Run 1, track usage over the die:
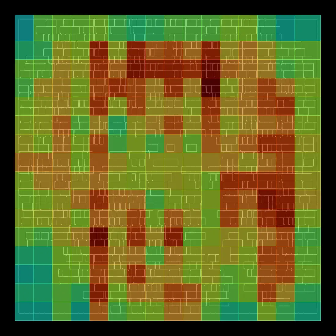
Run 1, met2 routing:
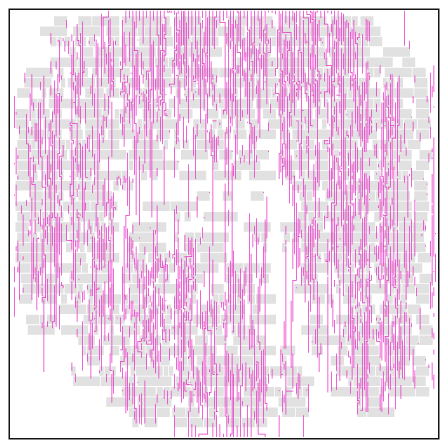
Run 1, signal wires by layer:
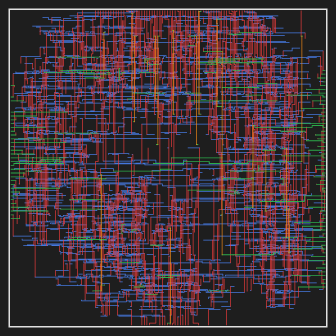
===== src/rtl/raw_data_packer.sv =====
// Gathers WORDS_PER_PACKET raw words into one wide packed word and pushes it to a
// downstream FIFO; partial packets leave on a flush request or an idle timeout.
module raw_data_packer #(
    parameter int DATA_WIDTH       = 32,
    parameter int WORDS_PER_PACKET = 4,
    parameter int CNT_WIDTH        = 3,
    parameter int PACKET_TIMEOUT   = 255
) (
    input  logic                                   clk,
    input  logic                                   reset,
    input  logic                                   raw_data_valid,
    input  logic [DATA_WIDTH-1:0]                  raw_data,
    output logic                                   raw_data_accepted,
    input  logic                                   flush,
    input  logic                                   packed_data_in_fifo_full,
    output logic                                   packed_data_in_push,
    output logic [DATA_WIDTH*WORDS_PER_PACKET-1:0] packed_data,
    output logic [CNT_WIDTH-1:0]                   packed_word_count,
    output logic [3:0]                             fsm_state_o
);

    // Handshakes: the producer holds raw_data_valid and raw_data until it sees the
    // one-cycle raw_data_accepted pulse; a push happens in any cycle where
    // packed_data_in_push is 1, which is only while the FIFO reports not full.

    localparam int PW = DATA_WIDTH * WORDS_PER_PACKET;
    localparam logic [CNT_WIDTH-1:0] FULL_IDX     = CNT_WIDTH'(WORDS_PER_PACKET);
    localparam logic [15:0]          TIMEOUT_LAST = 16'(PACKET_TIMEOUT - 1);
    localparam bit                   TIMEOUT_EN   = (PACKET_TIMEOUT != 0);

    typedef enum logic [3:0] {
        IDLE    = 4'b0001,
        ACCEPT  = 4'b0010,
        HOLDOFF = 4'b0100,
        PUSH    = 4'b1000
    } state_e;

    state_e               state_q, state_d;
    logic [CNT_WIDTH-1:0] index_q, index_d;
    logic [CNT_WIDTH-1:0] count_q, count_d;
    logic [15:0]          timer_q, timer_d;
    logic [PW-1:0]        packed_q, packed_d;
    logic                 accept_c, push_c;

    always_ff @(posedge clk) begin
        if (!reset) begin
            state_q  <= IDLE;
            index_q  <= '0;
            count_q  <= '0;
            timer_q  <= '0;
            packed_q <= '0;
        end else begin
            state_q  <= state_d;
            index_q  <= index_d;
            count_q  <= count_d;
            timer_q  <= timer_d;
            packed_q <= packed_d;
        end
    end

    always_comb begin
        state_d  = state_q;
        index_d  = index_q;
        count_d  = count_q;
        packed_d = packed_q;
        timer_d  = '0;
        accept_c = 1'b0;
        push_c   = 1'b0;
        case (state_q)
            IDLE: begin
                if (index_q != '0 && !raw_data_valid)
                    timer_d = (&timer_q) ? timer_q : timer_q + 16'd1;
                if (index_q == FULL_IDX)
                    state_d = PUSH;
                else if (raw_data_valid)
                    state_d = ACCEPT;
                else if (flush && index_q != '0)
                    state_d = PUSH;
                else if (TIMEOUT_EN && index_q != '0 && timer_q == TIMEOUT_LAST)
                    state_d = PUSH;
            end
            ACCEPT: begin
                accept_c = 1'b1;
                for (int i = 0; i < WORDS_PER_PACKET; i++) begin
                    if (index_q == CNT_WIDTH'(i))
                        packed_d[i*DATA_WIDTH +: DATA_WIDTH] = raw_data;
                end
                index_d = index_q + CNT_WIDTH'(1);
                count_d = index_q + CNT_WIDTH'(1);
                state_d = HOLDOFF;
            end
            HOLDOFF: begin
                state_d = (index_q == FULL_IDX) ? PUSH : IDLE;
            end
            PUSH: begin
                // Stalling here while full is what propagates backpressure upstream.
                push_c = !packed_data_in_fifo_full;
                if (!packed_data_in_fifo_full) begin
                    index_d  = '0;
                    count_d  = '0;
                    packed_d = '0;
                    state_d  = IDLE;
                end
            end
            default: begin
                state_d = IDLE;
            end
        endcase
    end

    // Gating with reset keeps both strobes low before the first reset edge lands.
    assign raw_data_accepted   = accept_c & reset;
    assign packed_data_in_push = push_c & reset;
    assign packed_data         = packed_q;
    assign packed_word_count   = count_q;
    assign fsm_state_o         = state_q;

endmodule


===== config.mk =====
export PLATFORM = sky130hd
export DESIGN_NAME = raw_data_packer
export DESIGN_NICKNAME = d
export VERILOG_FILES = /design/src/rtl/raw_data_packer.sv
export SDC_FILE = /design/constraint.sdc
export NUM_CORES = 1
export LEC_CHECK = 0
export CAP_MARGIN = 5
export CORE_UTILIZATION = 47
export CTS_BUF_LIST = sky130_fd_sc_hd__clkbuf_16
export DETAILED_ROUTE_END_ITERATION = 7
export GPL_TIMING_DRIVEN = 1
export PLACE_DENSITY = 0.9
export SKIP_LAST_GASP = 1
export SYNTH_ARGS = -nofsm -noshare
export SYNTH_HDL_FRONTEND = slang
export SYNTH_SLANG_ARGS = --single-unit

===== constraint.sdc =====
create_clock -name clk -period 2.6 [get_ports clk]
set_input_delay 0.39 -clock clk [delete_from_list [all_inputs] [get_ports clk]]
set_output_delay 0.39 -clock clk [all_outputs]
set_load 0.005 [all_outputs]

==> impl_metrics.csv, run 1 <==
group,metric,value,unit
run_status,status,"finished clean",
final_timing,hold_ws,464,ps
yosys,synth_flops,151,
die,die_area,12800,um2
die,core_area,12000,um2
route,top_layer,"met4",
yosys,synth-edff-count,0,
yosys,ys_seq_share,52.1,%
critical_path,required,2210,ps
layout,final_common_cell,"clkdlybuf4s50_1",
critical_path,critPathKind,"flop to primary output",
placed_design,portBuffers,173,
final_timing,fin_crit_sh,92.0,%
placed_design,dpl-instance-area,7630,um2
layout,nets,888,
critical_path,worst_setup_path_end_kind,"primary output",
critical_path,path_buffers,1,
placed_design,placedCellCount,972,
layout,n_antenna_cell,0,
die,row_count,40,
critical_path,crit_arrival,2000,ps
critical_path,cpLargestDelayFamily,"simple AND/OR/NAND/NOR gates",
placed_design,gp_congestion,0.865,
route,viasPerCell,5.75,
clock_tree,cts-root-buf,"clkbuf_16",
clock_tree,tritoncts,"done",
final_timing,worst_slack,209,ps
grt,antenna_found_initial,0,
clock_tree,clockBufferDepth,2,
final_timing,setup_viol,0,
final_timing,maxSlewHeadroom,53.0,%
final_timing,finalHoldViolations,0,
route,drt-met1-wl,7330,um
clock_tree,cts.sinks,151,
grt,grt.overflow.total,0,
yosys,synthDistinctLibCells,50,
final_timing,period_minus_slack,2390,ps
final_timing,finalSetupTns,0,ps
clock_tree,post_cts_buffers,0,
route,wl_met2,8620,um
layout,postLayoutCoreUtil,68.3,%
clock_tree,insertion_delay,420,ps
critical_path,start_kind,"flop",
route,firstDrtPassIters,6,
grt,grt_pass1_wl,27400,um
run,drv_cap,0,
route,drt-total-wl,17600,um
route,dr_wl_met3,1110,um
placed_design,dp_slack,374,ps
Back to the opening pictures, 'track usage over the die':
M3 GR Usage: 5.95%
Top Usage Layer GRT: met2
WL per Instance: 17.6 um
grt met2 use: 45.6%
GRT Total Usage: 27.5%

Back to the opening pictures, 'met2 routing':
- longest straight run: 48.5 um
- nets with wire on the layer: 756
- wire length on this layer: 8620 um
- share of all routed wire: 49%

Back to the opening pictures, 'signal wires by layer':
- metal 1: blue (wire length 7330 um)
- metal 2: red (wire length 8620 um)
- metal 3: green (wire length 1110 um)
- metal 4: orange (wire length 571 um)

==> run 1: final cells by class <==
type | instances | area (um2)
Multi-Input combinational cell | 476 | 2520
Clock inverter | 15 | 140
Clock buffer | 17 | 425
Timing Repair Buffer | 188 | 1870
Inverter | 10 | 40.0
Tap cell | 147 | 184
Sequential cell | 151 | 3020
Fill cell | 984 | 3810
==> run 1: Yosys cell counts (7+ instances only) <==
| cell type | number | area [um2] |
|---|---|---|
| buf_2 | 18 | 90.1 |
| clkbuf_1 | 34 | 128 |
| nor2_1 | 45 | 169 |
| nand3_1 | 107 | 536 |
| inv_1 | 9 | 33.8 |
| dfxtp_1 | 151 | 3020 |
| a21oi_1 | 106 | 531 |
| ha_1 | 7 | 87.6 |
| nand2_1 | 107 | 402 |
| a22oi_1 | 31 | 233 |
==> run 1: repair_timing <==
| item | 4_1_cts | 5_1_grt |
|---|---|---|
| hold buffers | 0 | 0 |
| setup endpoints to repair | 2 | 0 |
| resized | 3 | 0 |
| hold endpoints to repair | 0 | 0 |
==> run 1: worst paths after layout <==
kind | start | to | slack, ps | depth (start not counted)
worst max-delay path | fsm_state_o[2]$_SDFFE_PN0P_ | raw_data_accepted | 210 | 3
worst min-delay path | packed_data[34]$_SDFFE_PN0P_ | packed_data[34]$_SDFFE_PN0P_ | 460 | 2
worst max register to register | fsm_state_o[0]$_SDFFE_PN1P_ | timer_q[9]$_SDFFE_PN0N_ | 530 | 3
worst min register to register | packed_data[34]$_SDFFE_PN0P_ | packed_data[34]$_SDFFE_PN0P_ | 460 | 2
==> run 1: worst min-delay path: stages, from the launching register on <==
cell	delay, ps
dfxtp_1	310
nand3_1	60
a21oi_1	50
==> run 1: power breakdown <==
group	total, mW	switching, mW	leakage [nW]	internal, mW
clock network	2.35	0.952	0.273	1.40
registers	2.36	0.0207	1.22	2.34
logic	0.286	0.152	1.21	0.134
==> run 1: kinds of logic (layout without fill, tap and decap cells) <==
logic type | after synthesis | count (layout) | synth area share (%)
adders and majority gates | 7 | 7 | 1.51
muxes | 2 | 2 | 0.345
and+or+nand+nor | 303 | 303 | 24.6
AOI/OAI and AO/OA | 163 | 163 | 16.5
buffers and inverters | 68 | 230 | 4.79
xor gates and xnor gates | 1 | 1 | 0.151
DFF | 151 | 151 | 52.1
==> run 1: sequential cells by signal, indices dropped and copies added, names as in the netlist <==
name and cells:
fsm_state_o 4, packed_data 128, timer_q 16, packed_word_count 3
==> run 1: metal layers <==
metal,global-route usage [%],vias to the layer above
met2,45.6,251
met4,14.7,0
met1,33.4,2738
li1,-,2737
met3,5.95,43
met5,0,-
==> run 2: changes to the inputs <==
- SKIP_LAST_GASP: 1 -> default
Run 2, track usage over the die:
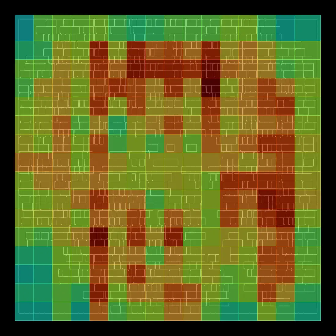
Core Util, Final: 68.3%
M1 GR Usage: 33.4%

==> impl_metrics.csv, run 2 <==
group,metric,value,unit
critical_path,required,2210,ps
grt,grt_pass1_wl,27400,um
die,die_area,12800,um2
yosys,synth-edff-count,0,
layout,fillCellCount,984,
clock_tree,cts-root-buf,"clkbuf_16",
grt,top_usage_layer,"met2",
grt,use_met3,5.95,%
critical_path,critPathKind,"flop to primary output",
run_status,status,"finished clean",
final_timing,finalHoldViolations,0,
final_timing,fin_crit_sh,92.0,%
die,core_area,12000,um2
grt,grt_usage,27.5,%
critical_path,r2r-start,"fsm_state_o[0]$_SDFFE_PN1P_",
clock_tree,cts.sinks,151,
yosys,yosysTopAreaCell,"dfxtp_1",
layout,logic_area,2520,um2
placed_design,portBuffers,173,
final_timing,setup_viol,0,
critical_path,crit_arrival,2000,ps
yosys,synth.most_common_cell,"dfxtp_1",
critical_path,start_kind,"flop",
yosys,ys_top_cells_by_area,"dfxtp_1, nand3_1, a21oi_1",
clock_tree,clockBufferDepth,2,
grt,antenna_found_initial,0,
layout,n_antenna_cell,0,
yosys,netlist_top_cells_count,"dfxtp_1, nand2_1, nand3_1",
die,row_count,40,
final_timing,maxSlewHeadroom,53.0,%
route,viasPerCell,5.75,
placed_design,dpl-instance-area,7630,um2
Run 2, signal wires by layer:
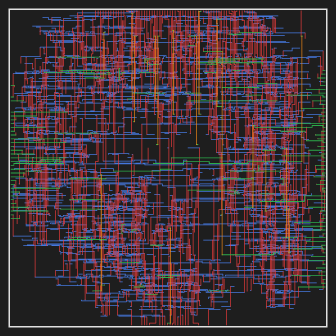
Routed WL: 17600 um
Vias: 5769

## run 2: cell counts after synthesis
No cell type changed its count.
## run 2: routing by layer
layer | vias up | wire length (um) | part of all wire [%]
met5 | - | 0 | 0
met4 | 0 | 570 | 3.2
met3 | 43 | 1110 | 6.3
met2 | 251 | 8620 | 49
met1 | 2738 | 7330 | 42
li1 | 2737 | - | -
## run 2: repair_timing
| action | in CTS | in global routing |
|---|---|---|
| setup buffers | 0 | 0 |
| endpoints found under the setup margin | 2 | 0 |
| gates resized | 3 | 0 |
## run 2: final cells by class
type,count,share of cell area (%)
well taps,147,2.24
multi-input cells,476,30.7
clock buffers,17,5.19
repair buffers,188,22.8
flip-flops and latches,151,36.9
inverters,10,0.488
clock inverters,15,1.71
## run 2: critical path, delay by kind of cell (launching register included)
family | cells | cell delay [ps]
buffers and inverters | 1 | 500
and+or+nand+nor | 2 | 720
DFF | 1 | 360
## run 2: worst paths after layout
check	cells past startpoint	slack, ps	to
setup / recovery	3	210	raw_data_accepted
setup reg to reg	3	530	timer_q[9]$_SDFFE_PN0N_
hold reg to reg	2	460	packed_data[34]$_SDFFE_PN0P_
hold / removal	2	460	packed_data[34]$_SDFFE_PN0P_
## run 2: cells by family (layout without fill, tap and decap cells)
logic type,after synthesis,in the layout,synth area share (%)
AOI/OAI and AO/OA,163,163,16.5
buffers and inverters,68,230,4.79
and+or+nand+nor,303,303,24.6
adders and majority gates,7,7,1.51
xor gates and xnor gates,1,1,0.151
DFF,151,151,52.1
muxes,2,2,0.345
## run 2: power by group
part	switching (mW)	internal, mW	total (mW)
Combinational	0.152	0.134	0.286
Clock	0.952	1.40	2.35
Sequential	0.0207	2.34	2.36
## run 2: metrics by stage
| stage | hold slack, ps | power, mW | util [%] | worst slack (ps) |
|---|---|---|---|---|
| after floorplan | 458 | 2.52 | - | 530 |
| after global placement | 452 | 2.69 | 63.6 | 440 |
| after detailed placement | 458 | 2.69 | 63.6 | 374 |
| after CTS | 466 | 5.01 | 68.3 | 197 |
| after global routing | 480 | 5.14 | 68.3 | 148 |
| final | 464 | 4.99 | 68.3 | 209 |
==> run 3: changes to the inputs <==
- SKIP_CTS_REPAIR_TIMING: default -> 1
- clock period: 2.6 -> 2.2 ns (I/O delays scaled with it)
==> impl_metrics.csv, run 3 <==
group,metric,value,unit
critical_path,critPathKind,"flop to flop",
clock_tree,clockBufferDepth,2,
yosys,synthDistinctLibCells,50,
clock_tree,cts-root-buf,"clkbuf_16",
run_status,status,"finished clean",
placed_design,portBuffers,173,
yosys,top_logic_kind,"simple AND/OR/NAND/NOR gates",
final_timing,period_minus_slack,2120,ps
run,drv_cap,0,
grt,antenna_found_initial,0,
yosys,simple_gate_area_share,24.6,%
layout,fillCellCount,955,
yosys,ys_seq_share,52.1,%
placed_design,gp_congestion,0.887,
layout,logic_area,2520,um2
yosys,aoi_share,16.5,%
yosys,synth_flops,151,
layout,seqCellArea,3030,um2
yosys,netlist_top_cells_count,"dfxtp_1, nand2_1, nand3_1",
yosys,top_area_share,52.1,%
route,firstDrtPassIters,6,
final_timing,fin_crit_sh,96.5,%
grt,grt_pass1_wl,27200,um
layout,largest_register_ffs,128,
power_and_ir_drop,switching_share,21.3,%
die,die_area,12800,um2
critical_path,worst_setup_path_end_kind,"flop",
critical_path,rrSetupSlack,80,ps
## run 3: cell count changes in the layout (fill, tap and decap cells not counted), moves of 2 or more
cell,delta
dlymetal6s2s_1,+2
bufinv_16,+3
buf_4,+6
clkinvlp_4,-3
dfxtp_1,-2
clkinv_2,-2
## run 3: cell families after synthesis
group	Yosys count
AND/OR/NAND/NOR	303
AND-OR/OR-AND	163
flip-flops	151
buffers and inverters	68
adder cells (fa/ha/maj)	7
multiplexers	2
XOR/XNOR	1
## run 3: final cells by class
cell class	instances	share of cell area, %
clock buffer	17	5.10
inverter	10	0.480
sequential	151	36.3
multi-input combinational	476	30.2
timing repair buffer	195	23.2
clock inverter	15	2.52
tap	147	2.20
## run 3: metrics by stage
step	cell area [um2]	cells	setup TNS [ps]	setup slack (ps)	hold WS, ps
5_1_grt	8350	1011	0	0.130	484
2_1_floorplan	5800	695	0	190	409
6_report	8350	1011	0	76.2	464
3_5_place_dp	7700	979	-11.4	-8.82	458
3_3_place_gp	7700	979	0	51.0	452
4_1_cts	8330	1011	-598	-372	466
## run 3: layer usage
metal  GRT usage [%]  part of all wire (%)  wire length [um]
met1            32.3                    41              7140
met2            45.8                    49              8500
met3            7.23                   7.3              1280
met4            14.2                   3.4               596
met5               0                     0                 0
## run 3: worst max-delay path: stages (launching register included)
cell and delay [ps]:
dfxtp_2 340, or4b_4 550, or2_4 240, buf_4 400, nand3_1 250, a21oi_1 100
## run 3: power by group through the flow
stage | registers (mW) | clock network (mW) | logic [mW]
2_1_floorplan | 2.85 | 0 | 0.133
3_3_place_gp | 2.85 | 0 | 0.336
3_5_place_dp | 2.85 | 0 | 0.338
4_1_cts | 2.79 | 3.16 | 0.341
5_1_grt | 2.79 | 3.27 | 0.366
6_report | 2.79 | 3.12 | 0.343
## run 3: final timing paths
kind,startpoint,endpoint,depth (start not counted)
setup / recovery,fsm_state_o[1]$_SDFFE_PN0P_,packed_data[8]$_SDFFE_PN0P_,5
hold reg to reg,packed_data[69]$_SDFFE_PN0P_,packed_data[69]$_SDFFE_PN0P_,2
hold / removal,packed_data[69]$_SDFFE_PN0P_,packed_data[69]$_SDFFE_PN0P_,2
setup reg to reg,fsm_state_o[1]$_SDFFE_PN0P_,packed_data[8]$_SDFFE_PN0P_,5
Run 3, M3 wires:
Bar = 20 um.
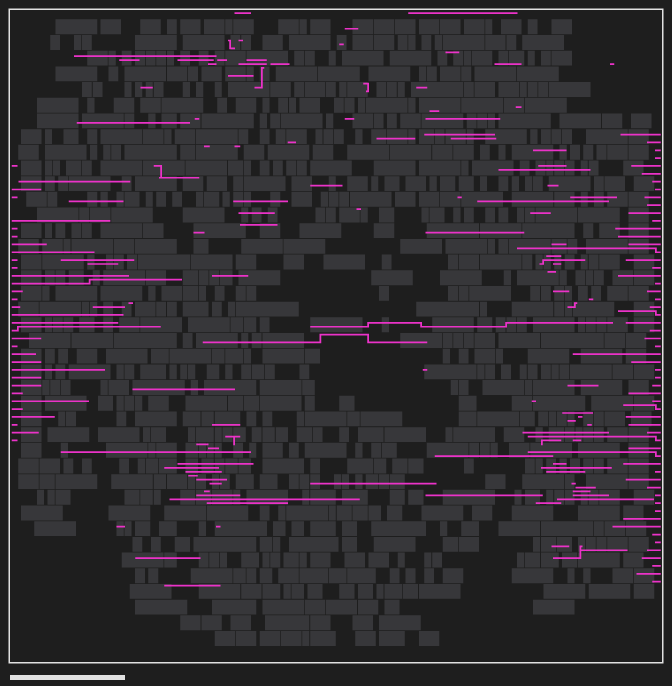
- main direction: horizontal
- longest straight run: 32.7 um

Run 3, track usage over the die:
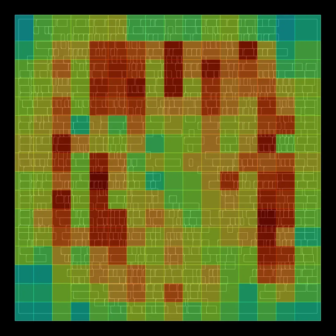
WL per Instance: 17.3 um
grt met2 use: 45.8%
M3 GR Usage: 7.23%
Core Util, Final: 69.5%
GRT Total Usage: 27.4%

Power and IR drop assume default switching activity.
